==> config.mk <==
export PLATFORM = sky130hd
export DESIGN_NAME = regf_xfer_ctrl
export DESIGN_NICKNAME = d
export VERILOG_FILES = /design/src/rtl/regf_xfer_ctrl.sv
export SDC_FILE = /design/constraint.sdc
export NUM_CORES = 1
export LEC_CHECK = 0
export ABC_AREA = 1
export CAP_MARGIN = 20
export CORE_UTILIZATION = 41
export CTS_CLUSTER_SIZE = 28
export DETAILED_ROUTE_END_ITERATION = 10
export PLACE_DENSITY = 0.95
export SETUP_SLACK_MARGIN = 0.2
export SYNTH_ARGS = -nofsm -noshare
export SYNTH_HDL_FRONTEND = slang
export SYNTH_SLANG_ARGS = --single-unit
export TNS_END_PERCENT = 50
==> constraint.sdc <==
create_clock -name clk -period 3.5 [get_ports clk]
set_input_delay 0.7 -clock clk [delete_from_list [all_inputs] [get_ports clk]]
set_output_delay 0.7 -clock clk [all_outputs]
set_load 0.005 [all_outputs]
Run 1, metal 3:
Drawn at 6 px/um.
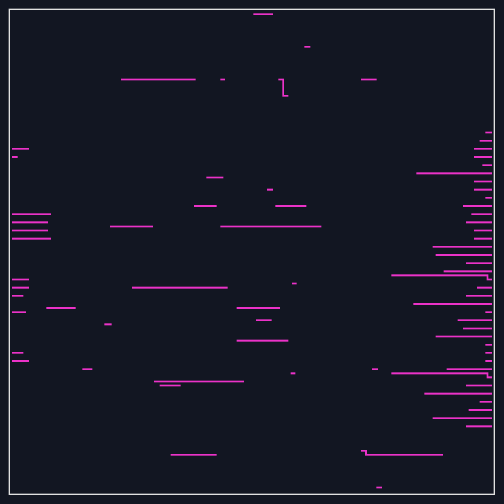
wire length on this layer = 372 um
longest straight run = 16.6 um
share of all routed wire = 5.0%
grt met3 use: 3.75%
routed vias: 2,865
DRT Wirelength: 7490 um

Run 1, the clock network:
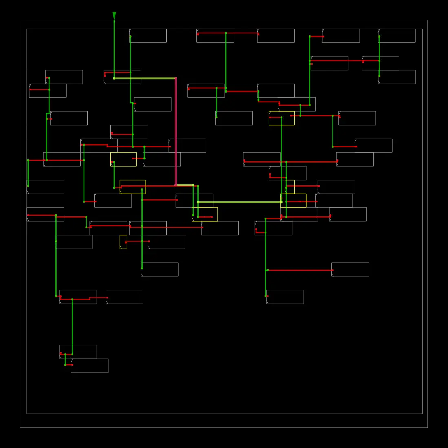
Clock group: 0.000307 W
Fin Clk Skew: 0.00683 ns
Flops: 48
Skew-Pair Late Insertion Delay: 0.29 ns

Run 1, where the registers sit:
Drawn at 4 px/um.
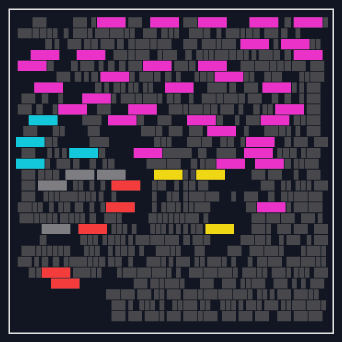
yellow -> `state`  # flops 3
cyan -> `addr_hold`  # flops 4, where west
magenta -> `data_q`  # flops 32
red -> `cnt`  # flops 5
not coloured = 4
seq pwr: 0.000837 W
fin util: 70.2%

==> qor.csv, run 1 <==
metric,value,unit
Top delay family on crit path,buffers and inverters,
Yosys top cell by instances,nor2_1,
Pint,0.00140,W
status,"complete, no violations",
top cells by area,"dfxtp_1 (38%), nor2_1 (15%), inv_1 (12%), o21ai_0 (8.5%), a21oi_1 (7.1%)",
Placed Area,0.00403,sq mm
Hold Fails Final Rpt,0,
comb pwr,0.00111,W
yosys warns,0,
total power,0.00225,W
ys flops,48,
"Distinct cells, synth",28,
Post-synth seq share,37.9,%
Synth Area per Inst,6.30,sq um
vias in the first global route,2485,
grt ovf,0,
Ant. Diodes,0,
Iter 0 DRT Violations,129,
Adder Area Share,1.48,%
clock power share,13.6,%
minimum clock period,3.17,ns
"EDFF count, synth",0,
drt via density,4.60,
core area,0.00596,sq mm
comb area leader,simple AND/OR/NAND/NOR gates,
Worst Max-Slew Pin Slew,0.443,ns
Log Warnings,28,
setup bufs post-CTS,4,
Fin Setup TNS,0,ns
critical path peak fanout,17,
pin count of the biggest net entering global routing,62,
GR Util met2,41.4,%
final instance area,0.00418,sq mm
initial antenna violation count,0,
simple share,24.8,%
Mapped Cells,402,
die height,80.6,um
R2R setup slack,1.72,ns
Max Used Layer,met4,
critical path's largest stage delay,0.54,ns
Top Consumer,combinational logic,
Clock Sink Count,48,
Port Buf Inserts,151,
hpwl dp,5510,um
==> run 1: worst register-to-register path: stages, from the launching register on <==
cell and delay (ns):
dfxtp_1 0.44, inv_2 0.12, nand4_1 0.17, nand2_1 0.11
nor2_2 0.37, inv_1 0.26, nor2_1 0.17, nor2_1 0.06
==> run 1: layout make-up <==
cell class                      count  area [sq um]
Timing Repair inverter              1          7.51
Fill cell                         516          1770
Clock inverter                      1          5.00
Tap cell                           75          93.8
Multi-Input combinational cell    250          1140
Inverter                           83           318
Sequential cell                    48           961
Clock buffer                        6          72.6
Timing Repair Buffer              159          1580
==> run 1: stage by stage <==
step	setup WS [ns]	util, %	cells
after floorplan	1.28	-	402
after global placement	0.235	67.7	610
after detailed placement	0.126	67.7	610
after CTS	0.237	69.7	622
after global routing	0.182	70.2	623
final	0.326	70.2	623
--- run 2 (diff from run 1) ---
Settings changed: CTS_BUF_LIST set to sky130_fd_sc_hd__clkbuf_4 sky130_fd_sc_hd__clkbuf_8 sky130_fd_sc_hd__clkbuf_16, PLACE_DENSITY 0.95 to 0.87.
==> qor.csv, run 2 <==
metric,value,unit
storage element area,961,sq um
Yosys top cell by instances,nor2_1,
minimum clock period,3.15,ns
yosys warns,0,
Pint,0.00140,W
Log Warnings,27,
comb pwr,0.00107,W
top cells by area,"dfxtp_1 (38%), nor2_1 (15%), inv_1 (12%), o21ai_0 (8.5%), a21oi_1 (7.1%)",
critical path peak fanout,22,
Hold Fails Final Rpt,0,
status,"complete, no violations",
seq pwr,0.000838,W
critical path's largest stage delay,0.54,ns
Filler cells,478,
fin cells,619,
Top delay family on crit path,buffers and inverters,
ys flops,48,
Fin Setup TNS,0,ns
dpl ws,0.261,ns
Placed Area,0.00404,sq mm
==> run 2: cell counts after synthesis <==
Identical to the previous run, type by type.
==> run 2: cell families (layout without fill, tap and decap cells) <==
family,Yosys count,count (layout),share of synthesized area (%)
xor+xnor,2,2,0.691
fa+ha+maj,3,3,1.48
flops,48,48,37.9
simple gates,157,157,24.8
compound gates,88,88,17.4
buf+inv,104,246,17.7
==> run 2: routing by layer <==
metal  global-route usage (%)  vias to the layer above  wire length (um)
li1                         -                     1494                 -
met1                     25.0                     1305              3020
met2                     45.2                      119              4010
met3                     5.68                       24               542
met4                     8.57                        0               215
met5                        0                        -                 0
==> run 2: cell type report <==
type	instances	area share (%)
repair buffers	155	37.2
inverters	83	7.59
well taps	75	2.27
clock inverters	2	0.363
flip-flops and latches	48	23.2
multi-input cells	250	27.3
clock buffers	6	1.99
Run 2, the clock network:
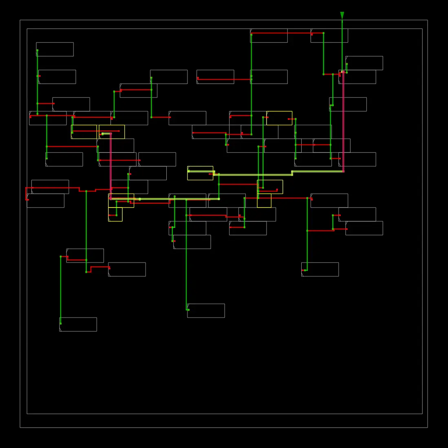
Skew-Pair Late Insertion Delay: 0.30 ns
CLK BUF: 6
Clock group: 0.000345 W

Run 2, cell sizes after repair:
Drawn at 6 px/um.
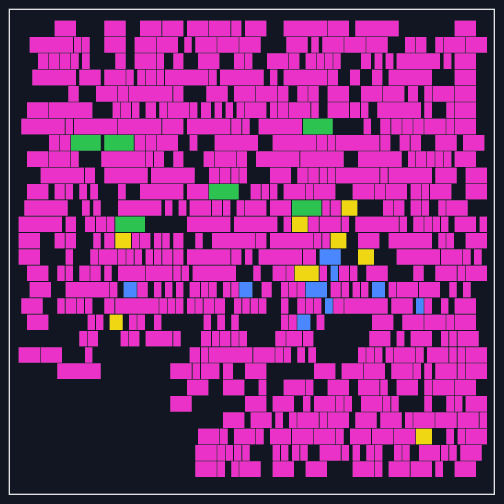
green -> drive 6 and up  # cells 6
blue -> drive 2  # cells 9
yellow -> drive 3 to 4  # cells 8
magenta -> drive 1 or less  # cells 521
area grow syn2layout: 63.4%
Worst Slack Setup Final: 0.355 ns
Non-Clock Buffer Count: 155

Run 2, metal 3:
Drawn at 6 px/um.
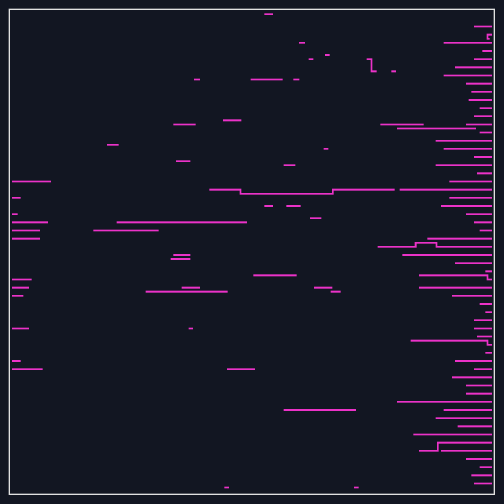
share of all routed wire = 7.0%
main direction = horizontal
longest straight run = 21.4 um
wire length on this layer = 543 um
nets with wire on the layer = 92
DRT Wirelength: 7790 um
routed vias: 2,942
grt met3 use: 5.68%

Power is estimated from default activity; no workload was simulated.
